## src/rtl/clk_mask_monitor.sv

```systemverilog
// Receive-side monitor for a clk_mask strobe stream: locks onto a stable strobe
// period, predicts each strobe and flags missing/early ones. Optional err_count: CLK_MASK_MONITOR_ERRCNT_EN.
module clk_mask_monitor #(
    parameter  int MAX_PERIOD = 64,
    parameter  int LOCK_COUNT = 4,
    localparam int W          = $clog2(MAX_PERIOD) + 1
) (
    input  logic         clk_in,
    input  logic         rst,
    input  logic         clk_mask,
    output logic [W-1:0] period,
    output logic         locked,
    output logic         mask_expected,
`ifdef CLK_MASK_MONITOR_ERRCNT_EN
    output logic [7:0]   err_count,
`endif
    output logic         error
);

    typedef enum logic [1:0] {
        IDLE    = 2'd0,
        ACQUIRE = 2'd1,
        LOCKED  = 2'd2
    } state_t;

    localparam logic [W-1:0] MAX_CNT   = W'(MAX_PERIOD);
    localparam logic [3:0]   LOCK_MTCH = 4'(LOCK_COUNT);

    state_t       state, state_n;
    logic [W-1:0] cnt, cnt_n;
    logic [W-1:0] candidate, candidate_n;
    logic [3:0]   match, match_n;
    logic [W-1:0] period_n;
    logic         locked_n;
    logic         error_n;
    logic [W-1:0] measured;

    assign measured      = cnt + 1'b1;
    assign mask_expected = locked && (cnt == period - 1'b1);

    // NOTE: all next-state values get a default first so no path can infer a latch.
    always_comb begin
        state_n     = state;
        candidate_n = candidate;
        match_n     = match;
        period_n    = period;
        locked_n    = locked;
        error_n     = 1'b0;

        if (clk_mask)
            cnt_n = '0;
        else if (cnt == MAX_CNT)
            cnt_n = MAX_CNT;
        else
            cnt_n = cnt + 1'b1;

        unique case (state)
            IDLE: begin
                if (clk_mask) begin
                    state_n     = ACQUIRE;
                    candidate_n = '0;
                    match_n     = '0;
                end
            end

            ACQUIRE: begin
                if (clk_mask) begin
                    if (cnt == MAX_CNT) begin
                        error_n = 1'b1;
                        state_n = IDLE;
                    end else begin
                        if (measured == candidate) begin
                            match_n = match + 1'b1;
                        end else begin
                            candidate_n = measured;
                            match_n     = 4'd1;
                        end
                        if (match_n == LOCK_MTCH) begin
                            state_n  = LOCKED;
                            period_n = candidate_n;
                            locked_n = 1'b1;
                        end
                    end
                end else if (cnt_n == MAX_CNT) begin
                    // Gap longer than any acceptable period: give up acquisition.
                    error_n = 1'b1;
                    state_n = IDLE;
                end
            end

            LOCKED: begin
                if (clk_mask && !mask_expected) begin
                    error_n     = 1'b1;
                    locked_n    = 1'b0;
                    state_n     = ACQUIRE;
                    candidate_n = measured;
                    match_n     = 4'd1;
                end else if (!clk_mask && mask_expected) begin
                    error_n  = 1'b1;
                    locked_n = 1'b0;
                    state_n  = IDLE;
                end
            end

            default: begin
                state_n  = IDLE;
                locked_n = 1'b0;
            end
        endcase
    end

    // NOTE: sequential state uses non-blocking assignments so every register
    // samples the pre-edge values computed above.
    always_ff @(posedge clk_in or posedge rst) begin
        if (rst) begin
            state     <= IDLE;
            cnt       <= '0;
            candidate <= '0;
            match     <= '0;
            period    <= '0;
            locked    <= 1'b0;
            error     <= 1'b0;
        end else begin
            state     <= state_n;
            cnt       <= cnt_n;
            candidate <= candidate_n;
            match     <= match_n;
            period    <= period_n;
            locked    <= locked_n;
            error     <= error_n;
        end
    end

`ifdef CLK_MASK_MONITOR_ERRCNT_EN
    // Counts alongside the error pulse; only rst clears it, relock does not.
    always_ff @(posedge clk_in or posedge rst) begin
        if (rst)
            err_count <= '0;
        else if (error_n && (err_count != 8'hFF))
            err_count <= err_count + 8'd1;
    end
`endif

endmodule

```

## config.mk

```make
export PLATFORM = sky130hd
export DESIGN_NAME = clk_mask_monitor
export DESIGN_NICKNAME = d
export VERILOG_FILES = /design/src/rtl/clk_mask_monitor.sv
export SDC_FILE = /design/constraint.sdc
export NUM_CORES = 1
export LEC_CHECK = 0
export ABC_CLOCK_PERIOD_IN_PS = 4400
export CAP_MARGIN = 5
export CORE_ASPECT_RATIO = 1.4
export CORE_MARGIN = 4
export CORE_UTILIZATION = 35
export DETAILED_ROUTE_END_ITERATION = 8
export PLACE_DENSITY_LB_ADDON = 0.05
export SYNTH_ARGS = -nofsm -noshare
export SYNTH_HDL_FRONTEND = slang
export SYNTH_SLANG_ARGS = --single-unit
```

## constraint.sdc

```tcl
create_clock -name clk_in -period 4.4 [get_ports clk_in]
set_clock_uncertainty 0.2 [all_clocks]
set_input_delay 0.44 -clock clk_in [delete_from_list [all_inputs] [get_ports clk_in]]
set_output_delay 0.44 -clock clk_in [all_outputs]
set_load 0.005 [all_outputs]
```

==> README.md, run 1 <==
| Step | Quantity | Reported |
|:---|:---|:---|
| clock tree | Clock tree from TritonCTS | built |
| finish | Top cells excl fill/tap | 29 x sky130_fd_sc_hd__dfrtp_1, 18 x sky130_fd_sc_hd__nand2_1, 14 x sky130_fd_sc_hd__nor2_1 |
| run | Total number of warnings across the stage logs | 30 |
| route | Routed via count divided by cell count | 5.49 |
| finish | Reg area | 726 sq um |
| global routing | Initial antenna violation count | 0 |
| clock tree | CTS root buffer | sky130_fd_sc_hd__clkbuf_8 |
| global routing | Met2 GRT Util | 26.6% |
| global routing | GRT Max-Usage Layer | met2 |
| finish | Top Registers | candidate (7), cnt (7), period (7) |
| finish | Non-clock buffer contribution to total cell area | 5.85% |
| die | Die boundary width | 70.9 microns |
| synthesis | Register share after synthesis | 37.4% |
| clock tree | Number of buffers on the longest clock path | 2 |
| synthesis | Synth area leaders | sky130_fd_sc_hd__dfrtp_1 37%, sky130_fd_sc_hd__ha_1 5.8%, sky130_fd_sc_hd__xor2_1 5.0%, sky130_fd_sc_hd__xnor2_1 3.6%, sky130_fd_sc_hd__nand2_1 3.5% |
| synthesis | Post-Syn Instances | 206 |
| die | Overall chip area | 6820 sq um |
| finish | Signal buffers | 13 |
| clock tree | Insertion delay at the late pin of the worst-skew pair | 0.28 ns |
| synthesis | Largest family of logic cells by area | simple AND/OR/NAND/NOR gates |
| setup path | Critical path capture point type | flop |
| finish | Count of multi-input gates | 154 |
| global routing | Via count of the first global-routing pass | 1619 |
| die | Floorplan Core Area | 5280 sq um |
| route | Via count | 1555 |
| power | Sum of internal, switching and leakage power | 747 uW |
| hold path | Hold Path Cell Cnt | 2 |
| power | Cell area power density | 342 nW/um^2 |
| sta | Max-slew violation count | 0 |
| setup path | Buffers and inverters on the worst path | 0 |
| finish | Antenna cells | 0 |
| setup path | Source of the critical timing path | period[2]$_DFFE_PP0P_ |
| synthesis | Yosys stat area | 1940 sq um |
| sta | Slew Limit Headroom | 47.8% |
| power | Cell leakage power | 0.931 nW |
| setup path | CP Capture Point | state[0]$_DFFE_PP0P_ |
| synthesis | Area fraction in mux cells | 3.74% |
| synthesis | Post-synth tally of flip-flops with integrated enable | 0 |
| global routing | Grt met1 use | 17.4% |
| placed design | Detail Placement HPWL | 3430 microns |
| synthesis | Post-synthesis async set-or-reset flop share | 100% |
| finish | Area of the multi-input gates | 1120 sq um |
| finish | Fraction of standard cell area in multi-input logic | 51.1% |
| setup path | Largest fanout on the critical path | 6 |
| sta | Achievable clock frequency | 0.289 GHz |
| global routing | GRT overflow | 0 |
| finish | Logic inverters | 13 |
| global routing | First-pass GRT wire length | 8080 microns |
| setup path | Critical path required time | 4.37 ns |
| route | Number of nets with antenna violations after detailed routing | 0 |
| setup path | Sequence of cells on the critical path | nor3_1, nand3_1, o21ai_0, a21oi_1, a221oi_1, nand2_1, ha_1, a21o_1, a211oi_1, o22ai_1, a41oi_2, mux2_1 |
| setup path | Maximum cell stage delay along the critical path | 0.52 ns |
| setup path | Depth of the worst register-to-register path | 12 |
| setup path | Worst reg2reg path startpoint | period[2]$_DFFE_PP0P_ |
| finish | Net total in the final layout | 228 |
| synthesis | Synthesized registers | 29 |
| finish | Number of flip-flops and latches | 29 |
| die | Chip height | 96.1 microns |
| clock tree | CTS buffer count | 5 |
| placed design | Final Wtd Congestion | 0.867 |
| finish | Most used logic cell in the final layout | sky130_fd_sc_hd__dfrtp_1 |
| sta | Final hold viol count | 0 |
| setup path | Number of logic stages on the critical path including buffering | 12 |
| power | Relative contribution of combinational cells to total power | 29.2% |
| route | DRC Markers | 0 |
| route | Mean routed wirelength per cell | 16.2 microns |
| global routing | Combined global-route utilization of all metal layers | 15.2% |
| setup path | Data arrival time of the critical path | 3.43 ns |
| sta | Unrepaired setup endpoints after global routing | false |
| synthesis | Area fraction in full adders, half adders and majority gates | 5.80% |
| die | Initial core utilization | 36.8% |
| hold path | Critical hold path startpoint | candidate[2]$_DFFE_PP0P_ |
| power | Share of power burned in registers | 41.9% |
| synthesis | Cell variety after synth | 55 |
| finish | Clock buffer instance count of the final layout | 6 |
| clock tree | Count of H-tree levels built during CTS | 2 |
| finish | Fraction of layout instances using a drive strength above 1 | 8.76% |
| die | Top-level port count | 13 |
| setup path | Sort of element at the start of the critical path | flop |
| synthesis | Syn_area_per_cell | 9.42 sq um |
| finish | Proportion of cell area spent on the clock network | 3.78% |
| outcome | Run status | completed |
| route | Metal-1 WL | 1990 microns |
| power | Clock network power share | 28.9% |
| run | Number of maximum-capacitance constraint violations | 0 |
| power | Proportion of total power due to net switching | 36.0% |
| power | Peak supply drop | 0.207 mV |
| route | Top Layer Used | met4 |
[run 1: through the flow]
step | cells | instance area (sq um) | hold WS (ns) | setup slack (ns)
finish | 283 | 2180 | 0.301 | 0.944
global route | 283 | 2180 | 0.323 | 0.637
CTS | 283 | 2180 | 0.310 | 0.972
detailed placement | 275 | 2100 | 0.296 | 1.02
floorplan | 206 | 1940 | 0.263 | 1.39
global placement | 275 | 2100 | 0.288 | 1.20
[run 1: power by group through the flow]
stage	combinational (mW)	clock (mW)	sequential, mW
2_1_floorplan	0.174	0	0.308
3_3_place_gp	0.218	0	0.317
3_5_place_dp	0.217	0	0.318
4_1_cts	0.220	0.223	0.313
5_1_grt	0.246	0.237	0.317
6_report	0.218	0.216	0.313
Figure 1. Placement by cell class (run 1).
Scale: 4 px per micron. Fill, decap, tap and diode cells in gray.
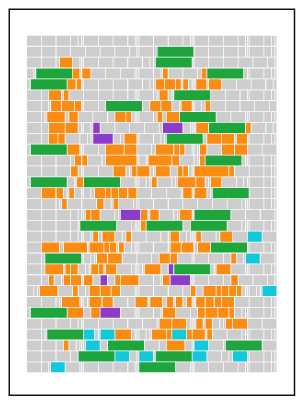
- flops: green (cells 29; share of their area 35%)
- clock drivers and dummy loads: purple (cells 8; share of their area 3.9%)
- other buffers and delay cells: cyan (cells 13; share of their area 6.1%)
- all other logic: orange (cells 167; share of their area 55%)
site row count: 31
Final Util: 41.4%
flip-flop and latch share of the layout cell area: 33.2%

Figure 2. Cell area per tile (run 1).
Scale: 3 px per micron. The die is cut into 7 by 10 equal tiles; black is low, pale yellow is high, 0 to 100% covered.
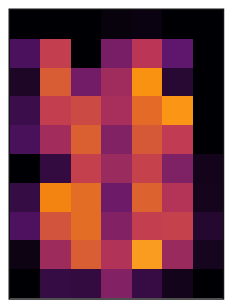
- tiles over 75% full: 4.3%
- mean over tiles: 31%
- fullest tile: 79%

Figure 3. Layout detail (run 1).
Window x 23 to 48, y 36 to 61 microns. Cells in gray, sequential cells in the stronger gray; small squares are vias.
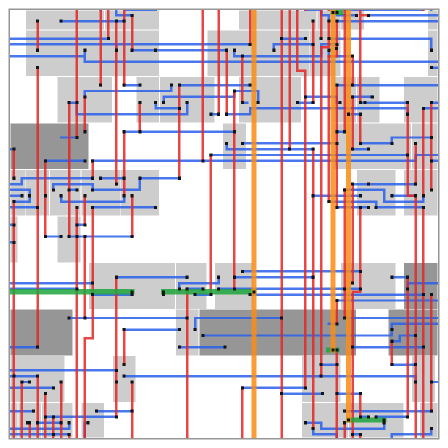
- met4: orange
- met1: blue
- met2: red
- met3: green
- netlist names of flops here include: `candidate` (1), `cnt` (1)
- most frequent: inv_1 (4), nand2_1 (4)
- cells with their middle in the window: 35
- sequential cells in the window: 2

Figure 4. Clock network drawn from the DEF (run 1).
Scale: 6 px per micron.
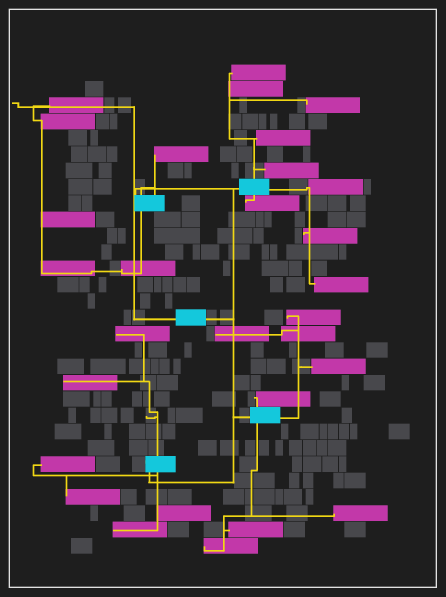

--- run 2 (diff from run 1) ---
--- a/config.mk
+++ b/config.mk
@@ -5,7 +5,7 @@
 export SDC_FILE = /design/constraint.sdc
 export NUM_CORES = 1
 export LEC_CHECK = 0
-export ABC_CLOCK_PERIOD_IN_PS = 4400
+export ABC_CLOCK_PERIOD_IN_PS = 3000
 export CAP_MARGIN = 5
 export CORE_ASPECT_RATIO = 1.4
 export CORE_MARGIN = 4
==> constraint.sdc (replaced) <==
create_clock -name clk_in -period 3 [get_ports clk_in]
set_clock_uncertainty 0.2 [all_clocks]
set_input_delay 0.3 -clock clk_in [delete_from_list [all_inputs] [get_ports clk_in]]
set_output_delay 0.3 -clock clk_in [all_outputs]
set_load 0.005 [all_outputs]
Figure 5. Clock network drawn from the DEF (run 2).
Scale: 6 px per micron.
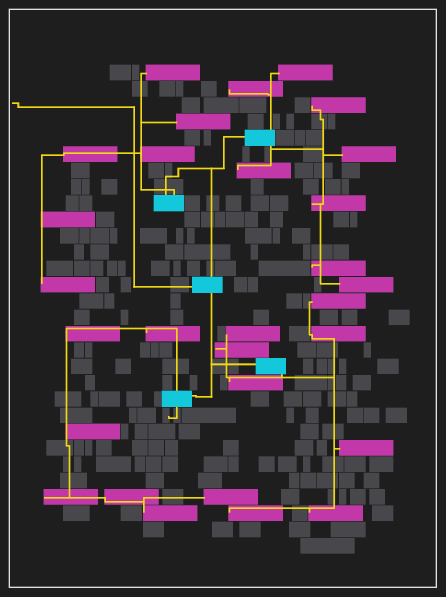
- flip-flops: magenta (count 29)
- cells driving clock nets: cyan (count 5)
- clock wires: yellow (length 479 microns)
- routed clock nets: 6
- flops lie: spread over the die
clock network power share: 28.3%
insertion delay at the late pin of the worst-skew pair: 0.28 ns
power in the clock group: 331 uW

Figure 6. Cell area per tile (run 2).
Scale: 3 px per micron. The die is cut into 7 by 10 equal tiles; black is low, pale yellow is high, 0 to 100% covered.
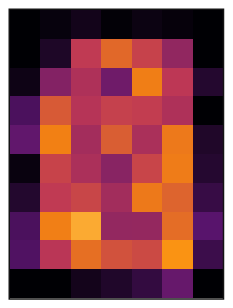
- emptiest ninth of the die: top left
- nearly empty tiles: 14%
- fullest tile: 81%
- densest ninth of the die: middle

==> README.md, run 2 <==
| Step | Quantity | Reported | Delta |
|:---|:---|:---|:---|
| finish | Final Non-Filler Cells | 303 | was 283 |
| outcome | Violated checks | negative setup slack |  |
| sta | Unrepaired setup endpoints after global routing | true | was false |
| placed design | Minimum setup slack after placement | -0.183 ns | was 1.02 ns |
| sta | Max-slew violation count | 0 | unchanged |
| clock tree | Number of buffers on the longest clock path | 2 | unchanged |
| finish | Signal buffers | 34 | was 13 |
| die | Overall chip area | 6820 sq um | unchanged |
| placed design | Placed cell area | 2230 sq um | was 2100 sq um |
| power | Cell area power density | 483 nW/um^2 | was 342 nW/um^2 |
| finish | Area of the multi-input gates | 1190 sq um | was 1120 sq um |
| synthesis | Cell variety after synth | 55 | unchanged |
| global routing | Initial antenna violation count | 0 | unchanged |
| die | Top-level port count | 13 | unchanged |
| global routing | Met2 GRT Util | 31.2% | was 26.6% |
| clock tree | CTS root buffer | sky130_fd_sc_hd__clkbuf_8 | unchanged |
| finish | Final Util | 45.9% | was 41.4% |
| route | Metal-1 WL | 2050 microns | was 1990 microns |
| setup path | Critical path capture point type | flop | unchanged |
| route | Via count | 1602 | was 1555 |
| setup path | Maximum cell stage delay along the critical path | 0.41 ns | was 0.52 ns |
| sta | Transition at the pin with the smallest max-transition slack | 0.630 ns | was 0.783 ns |
| power | Share of power burned in registers | 38.6% | was 41.9% |
| power | Power group with the largest share | registers | unchanged |
| clock tree | Count of H-tree levels built during CTS | 2 | unchanged |
| synthesis | Yosys stat area | 1940 sq um | unchanged |
| finish | Logic inverters | 13 | unchanged |
| setup path | Depth of the worst register-to-register path | 13 | was 12 |
| sta | Post-route worst hold slack | 0.199 ns | was 0.301 ns |
| finish | Count of multi-input gates | 154 | unchanged |
| sta | Final setup fails | 2 | was 0 |
| run | Total number of warnings across the stage logs | 31 | was 30 |
| die | Floorplan Core Area | 5280 sq um | unchanged |
| global routing | Fraction of met3 tracks used by global routing | 2.61% | was 3.34% |
| finish | Proportion of cell area spent on the clock network | 3.56% | was 3.78% |
| setup path | Largest fanout on the critical path | 3 | was 6 |
| setup path | Critical path required time | 2.97 ns | was 4.37 ns |
| setup path | Critical Setup Path Class | reg -> reg | unchanged |
| finish | Top Registers | candidate (7), cnt (7), period (7) | unchanged |
| die | Die boundary width | 70.9 microns | unchanged |
| finish | Flip-flop and latch share of the layout cell area | 30.0% | was 33.2% |
| finish | Non-clock buffer contribution to total cell area | 11.9% | was 5.85% |
| clock tree | Clock tree from TritonCTS | built | unchanged |
| setup path | Sort of element at the start of the critical path | flop | unchanged |
| route | Final routed wirelength across all metal layers | 4930 microns | was 4600 microns |
| sta | Post-layout minimum cycle time | 3.05 ns | was 3.46 ns |
| synthesis | Post-Syn Instances | 206 | unchanged |
| sta | Setup WS post-layout | -0.0502 ns | was 0.944 ns |
| finish | Clock buffer instance count of the final layout | 7 | was 6 |
| finish | Top cells excl fill/tap | 29 x sky130_fd_sc_hd__dfrtp_1, 21 x sky130_fd_sc_hd__buf_4, 18 x sky130_fd_sc_hd__nand2_1 | was 29 x sky130_fd_sc_hd__dfrtp_1, 18 x sky130_fd_sc_hd__nand2_1, 14 x sky130_fd_sc_hd__nor2_1 |
| clock tree | CTS buffer count | 5 | unchanged |
| finish | Reg area | 726 sq um | unchanged |
| power | Proportion of total power due to net switching | 34.5% | was 36.0% |
| setup path | Number of logic stages on the critical path including buffering | 13 | was 12 |
| die | Site row count | 31 | unchanged |
| route | Routed via count divided by cell count | 5.29 | was 5.49 |
| finish | Synthesis-to-layout area growth | 24.8% | was 12.5% |
| power | Cell leakage power | 1.04 nW | was 0.931 nW |
| finish | Number of flip-flops and latches | 29 | unchanged |
| setup path | Worst reg2reg path startpoint | period[0]$_DFFE_PP0P_ | was period[2]$_DFFE_PP0P_ |
| power | Sequential power | 452 uW | was 313 uW |
| placed design | Final Wtd Congestion | 0.800 | was 0.867 |
| synthesis | Post-synth tally of flip-flops with integrated enable | 0 | unchanged |
| global routing | GRT overflow | 0 | unchanged |
| route | Mean routed wirelength per cell | 16.3 microns | was 16.2 microns |
| placed design | Detail Placement HPWL | 3670 microns | was 3430 microns |
| power | Relative contribution of combinational cells to total power | 33.1% | was 29.2% |
| sta | Final hold viol count | 0 | unchanged |
| synthesis | Synth area leaders | sky130_fd_sc_hd__dfrtp_1 37%, sky130_fd_sc_hd__ha_1 5.8%, sky130_fd_sc_hd__xor2_1 5.0%, sky130_fd_sc_hd__xnor2_1 3.6%, sky130_fd_sc_hd__nand2_1 3.5% | unchanged |
| outcome | Run status | finished, violations left | was completed |
| finish | Net total in the final layout | 249 | was 228 |
| route | Top Layer Used | met4 | unchanged |
| setup path | Buffers and inverters on the worst path | 2 | was 0 |
| synthesis | Register share after synthesis | 37.4% | unchanged |
| run | Number of maximum-capacitance constraint violations | 0 | unchanged |
| placed design | IO buf count | 12 | unchanged |
| finish | Most used logic cell in the final layout | sky130_fd_sc_hd__dfrtp_1 | unchanged |
| global routing | Grt met1 use | 18.1% | was 17.4% |
| placed design | Placed insts | 292 | was 275 |
| synthesis | Syn_area_per_cell | 9.42 sq um | unchanged |
| global routing | First-pass GRT wire length | 8580 microns | was 8080 microns |
| global routing | Via count of the first global-routing pass | 1704 | was 1619 |
| finish | Cell area after layout | 2420 sq um | was 2180 sq um |
| route | DRC Markers | 0 | unchanged |
| setup path | Worst path slowest cell | sky130_fd_sc_hd__dfrtp_1 | was sky130_fd_sc_hd__nor3_1 |
| die | Chip height | 96.1 microns | unchanged |
| setup path | Data arrival time of the critical path | 3.02 ns | was 3.43 ns |
| die | Initial core utilization | 36.8% | unchanged |
| finish | Fraction of standard cell area in multi-input logic | 49.1% | was 51.1% |
| synthesis | Synthesized registers | 29 | unchanged |
| setup path | Sequence of cells on the critical path | buf_6, nor3_4, buf_4, xnor2_1, nor2_1, nor3_2, nand2_1, ha_4, a21o_1, a211oi_2, o22ai_2, a41oi_2, mux2_4 | was nor3_1, nand3_1, o21ai_0, a21oi_1, a221oi_1, nand2_1, ha_1, a21o_1, a211oi_1, o22ai_1, a41oi_2, mux2_1 |
| power | Peak supply drop | 0.318 mV | was 0.207 mV |
| power | Sum of internal, switching and leakage power | 1.17 mW | was 747 uW |
| setup path | CP Capture Point | state[0]$_DFFE_PP0P_ | unchanged |
| synthesis | Yosys Warn Count | 0 | unchanged |
| power | Logic power comb | 388 uW | was 218 uW |
| synthesis | Post-synthesis async set-or-reset flop share | 100% | unchanged |
| global routing | GRT Max-Usage Layer | met2 | unchanged |
| finish | Fraction of layout instances using a drive strength above 1 | 21.9% | was 8.76% |
| sta | Achievable clock frequency | 0.328 GHz | was 0.289 GHz |
| clock tree | Number of sinks driven by the clock tree | 29 | unchanged |
| finish | Antenna cells | 0 | unchanged |
| route | Met2 layer wire length in the routed design | 2740 microns | was 2340 microns |
| global routing | Combined global-route utilization of all metal layers | 16.2% | was 15.2% |
| route | Number of nets with antenna violations after detailed routing | 0 | unchanged |
| setup path | Source of the critical timing path | period[0]$_DFFE_PP0P_ | was period[2]$_DFFE_PP0P_ |
| sta | Slew Limit Headroom | 57.7% | was 47.8% |
## run 2: cells by family (layout without fill, tap and decap cells)
logic type,count (synthesis),after routing,share of synthesized area (%)
buffers and inverters,23,54,5.09
AND-OR/OR-AND,44,44,16.6
multiplexers,7,7,3.74
adder cells (fa/ha/maj),9,9,5.80
flip-flops,29,29,37.4
AND/OR/NAND/NOR,73,73,20.7
XOR/XNOR,21,21,10.6
## run 2: repair_timing
item                                    4_1_cts  5_1_grt
resized                                       9        8
gates cloned                                  0        0
buffers inserted                              1        3
hold buffers                                  0        0
endpoints found under the setup margin        2        2
pin swaps                                     4       10
Figure 7. Placement by cell class (run 2).
Scale: 4 px per micron. Fill, decap, tap and diode cells in gray.
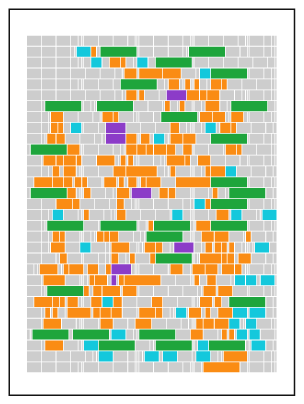

--- run 3 (diff from run 2) ---
--- a/config.mk
+++ b/config.mk
@@ -7,8 +7,7 @@
 export LEC_CHECK = 0
 export ABC_CLOCK_PERIOD_IN_PS = 3000
 export CAP_MARGIN = 5
-export CORE_ASPECT_RATIO = 1.4
-export CORE_MARGIN = 4
+export CORE_MARGIN = 3
 export CORE_UTILIZATION = 35
 export DETAILED_ROUTE_END_ITERATION = 8
 export PLACE_DENSITY_LB_ADDON = 0.05
Figure 8. Placement by cell class (run 3).
Scale: 4 px per micron. Fill, decap, tap and diode cells in gray.
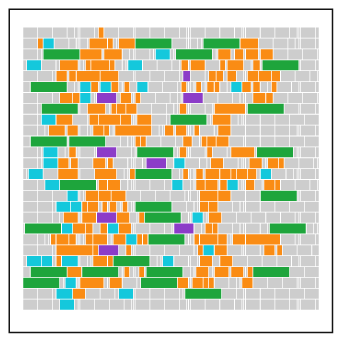
- flops: green (cells 29; share of their area 31%)
- clock drivers and dummy loads: purple (cells 8; share of their area 4.3%)
- all other logic: orange (cells 167; share of their area 53%)
- other buffers and delay cells: cyan (cells 34; share of their area 12%)

Figure 9. Cell area per tile (run 3).
Scale: 3 px per micron. The die is cut into 8 by 8 equal tiles; black is low, pale yellow is high, 0 to 100% covered.
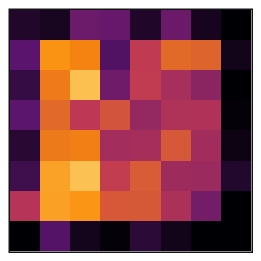
- mean over tiles: 37%
- tiles over 75% full: 9.4%
- fullest tile: 87%
- emptiest ninth of the die: bottom right
- nearly empty tiles: 13%

==> README.md, run 3 <==
| Step | Quantity | Reported | Delta |
|:---|:---|:---|:---|
| synthesis | Register share after synthesis | 37.4% | unchanged |
| setup path | Critical path required time | 3.00 ns | was 2.97 ns |
| sta | Transition at the pin with the smallest max-transition slack | 0.608 ns | was 0.630 ns |
| synthesis | Yosys Warn Count | 0 | unchanged |
| synthesis | Yosys stat area | 1940 sq um | unchanged |
| setup path | Maximum cell stage delay along the critical path | 0.50 ns | was 0.41 ns |
| synthesis | Synthesized registers | 29 | unchanged |
| power | Cell area power density | 490 nW/um^2 | was 483 nW/um^2 |
| finish | Top cells excl fill/tap | 29 x sky130_fd_sc_hd__dfrtp_1, 20 x sky130_fd_sc_hd__buf_4, 18 x sky130_fd_sc_hd__nand2_1 | was 29 x sky130_fd_sc_hd__dfrtp_1, 21 x sky130_fd_sc_hd__buf_4, 18 x sky130_fd_sc_hd__nand2_1 |
| clock tree | Count of instances resized after the clock tree is built | 14 | was 9 |
| clock tree | CTS buffer count | 5 | unchanged |
| sta | Max-slew violation count | 0 | unchanged |
| power | Cell leakage power | 1.05 nW | was 1.04 nW |
| setup path | Source of the critical timing path | period[1]$_DFFE_PP0P_ | was period[0]$_DFFE_PP0P_ |
| power | Sum of internal, switching and leakage power | 1.21 mW | was 1.17 mW |
| route | Metal-1 WL | 2330 microns | was 2050 microns |
| finish | Synthesis-to-layout area growth | 26.9% | was 24.8% |
| clock tree | Clock tree from TritonCTS | built | unchanged |
| power | Peak supply drop | 0.222 mV | was 0.318 mV |
| global routing | Combined global-route utilization of all metal layers | 16.9% | was 16.2% |
| finish | Cell area after layout | 2460 sq um | was 2420 sq um |
| global routing | Via count of the first global-routing pass | 1691 | was 1704 |
| setup path | Depth of the worst register-to-register path | 13 | unchanged |
| synthesis | Synth area leaders | sky130_fd_sc_hd__dfrtp_1 37%, sky130_fd_sc_hd__ha_1 5.8%, sky130_fd_sc_hd__xor2_1 5.0%, sky130_fd_sc_hd__xnor2_1 3.6%, sky130_fd_sc_hd__nand2_1 3.5% | unchanged |
| run | Total number of warnings across the stage logs | 32 | was 31 |
| finish | Final Util | 47.0% | was 45.9% |
| clock tree | Post-CTS setup buffers | 5 | was 1 |
| setup path | CP Capture Point | state[1]$_DFFE_PP0P_ | was state[0]$_DFFE_PP0P_ |
| clock tree | Number of sinks driven by the clock tree | 29 | unchanged |
| placed design | Final Wtd Congestion | 0.805 | was 0.800 |
| placed design | Detail Placement HPWL | 3530 microns | was 3670 microns |
| die | Die boundary width | 80.5 microns | was 70.9 microns |
| global routing | GRT overflow | 0 | unchanged |
| placed design | Minimum setup slack after placement | -0.147 ns | was -0.183 ns |
| finish | Most used logic cell in the final layout | sky130_fd_sc_hd__dfrtp_1 | unchanged |
| route | Routed via count divided by cell count | 5.18 | was 5.29 |
| die | Chip height | 80.5 microns | was 96.1 microns |
| clock tree | Count of H-tree levels built during CTS | 2 | unchanged |
| setup path | Sequence of cells on the critical path | buf_6, nor3_4, nand3_2, o21ai_2, a21oi_2, a221oi_2, nand2_1, ha_4, a21o_1, a211oi_2, o22ai_2, or4_1, o21ai_1 | was buf_6, nor3_4, buf_4, xnor2_1, nor2_1, nor3_2, nand2_1, ha_4, a21o_1, a211oi_2, o22ai_2, a41oi_2, mux2_4 |
| route | Number of nets with antenna violations after detailed routing | 0 | unchanged |
| route | Mean routed wirelength per cell | 15.6 microns | was 16.3 microns |
| route | DRC Markers | 0 | unchanged |
| sta | Post-route worst hold slack | 0.195 ns | was 0.199 ns |
| sta | Setup WS post-layout | 0.0236 ns | was -0.0502 ns |
| setup path | Number of logic stages on the critical path including buffering | 13 | unchanged |
| setup path | Critical path capture point type | flop | unchanged |
| placed design | Placed cell area | 2230 sq um | about the same |
| global routing | Met2 GRT Util | 28.1% | was 31.2% |
| sta | Slew Limit Headroom | 59.2% | was 57.7% |
| sta | Final hold viol count | 0 | unchanged |
| synthesis | Post-Syn Instances | 206 | unchanged |
| route | Via count | 1595 | was 1602 |
| global routing | Fraction of met3 tracks used by global routing | 3.36% | was 2.61% |
| synthesis | Syn_area_per_cell | 9.42 sq um | unchanged |
| setup path | Worst path slowest cell | sky130_fd_sc_hd__or4_1 | was sky130_fd_sc_hd__dfrtp_1 |
| die | Floorplan Core Area | 5240 sq um | was 5280 sq um |
| route | Top Layer Used | met4 | unchanged |
| setup path | Largest fanout on the critical path | 3 | unchanged |
| outcome | Run status | completed | was finished, violations left |
| synthesis | Post-synthesis async set-or-reset flop share | 100% | unchanged |
| finish | Top Registers | candidate (7), cnt (7), period (7) | unchanged |
| setup path | Sort of element at the start of the critical path | flop | unchanged |
| clock tree | CTS root buffer | sky130_fd_sc_hd__clkbuf_8 | unchanged |
| global routing | Grt met1 use | 22.0% | was 18.1% |
| run | Number of maximum-capacitance constraint violations | 0 | unchanged |
| finish | Net total in the final layout | 249 | unchanged |
| die | Site row count | 26 | was 31 |
run 3: kinds of logic after synthesis:
logic type | count (synthesis) | share of synthesized area [%]
compound gates | 44 | 16.6
simple gates | 73 | 20.7
fa+ha+maj | 9 | 5.80
mux | 7 | 3.74
buf+inv | 23 | 5.09
xor+xnor | 21 | 10.6
flops | 29 | 37.4
run 3: where the power goes:
group,leakage (nW),switching (mW),internal [mW]
Sequential,0.377,0.0342,0.422
Clock,0.0542,0.159,0.207
Combinational,0.622,0.217,0.168
run 3: cell type report:
cell class | count | area [sq um] | share of cell area [%]
timing repair buffer | 34 | 293 | 11.9
sequential | 29 | 726 | 29.5
clock buffer | 7 | 96.3 | 3.91
clock inverter | 1 | 5.00 | 0.203
tap | 70 | 87.6 | 3.56
inverter | 13 | 48.8 | 1.98
multi-input combinational | 154 | 1210 | 49.0
Power is estimated from default activity; no workload was simulated.
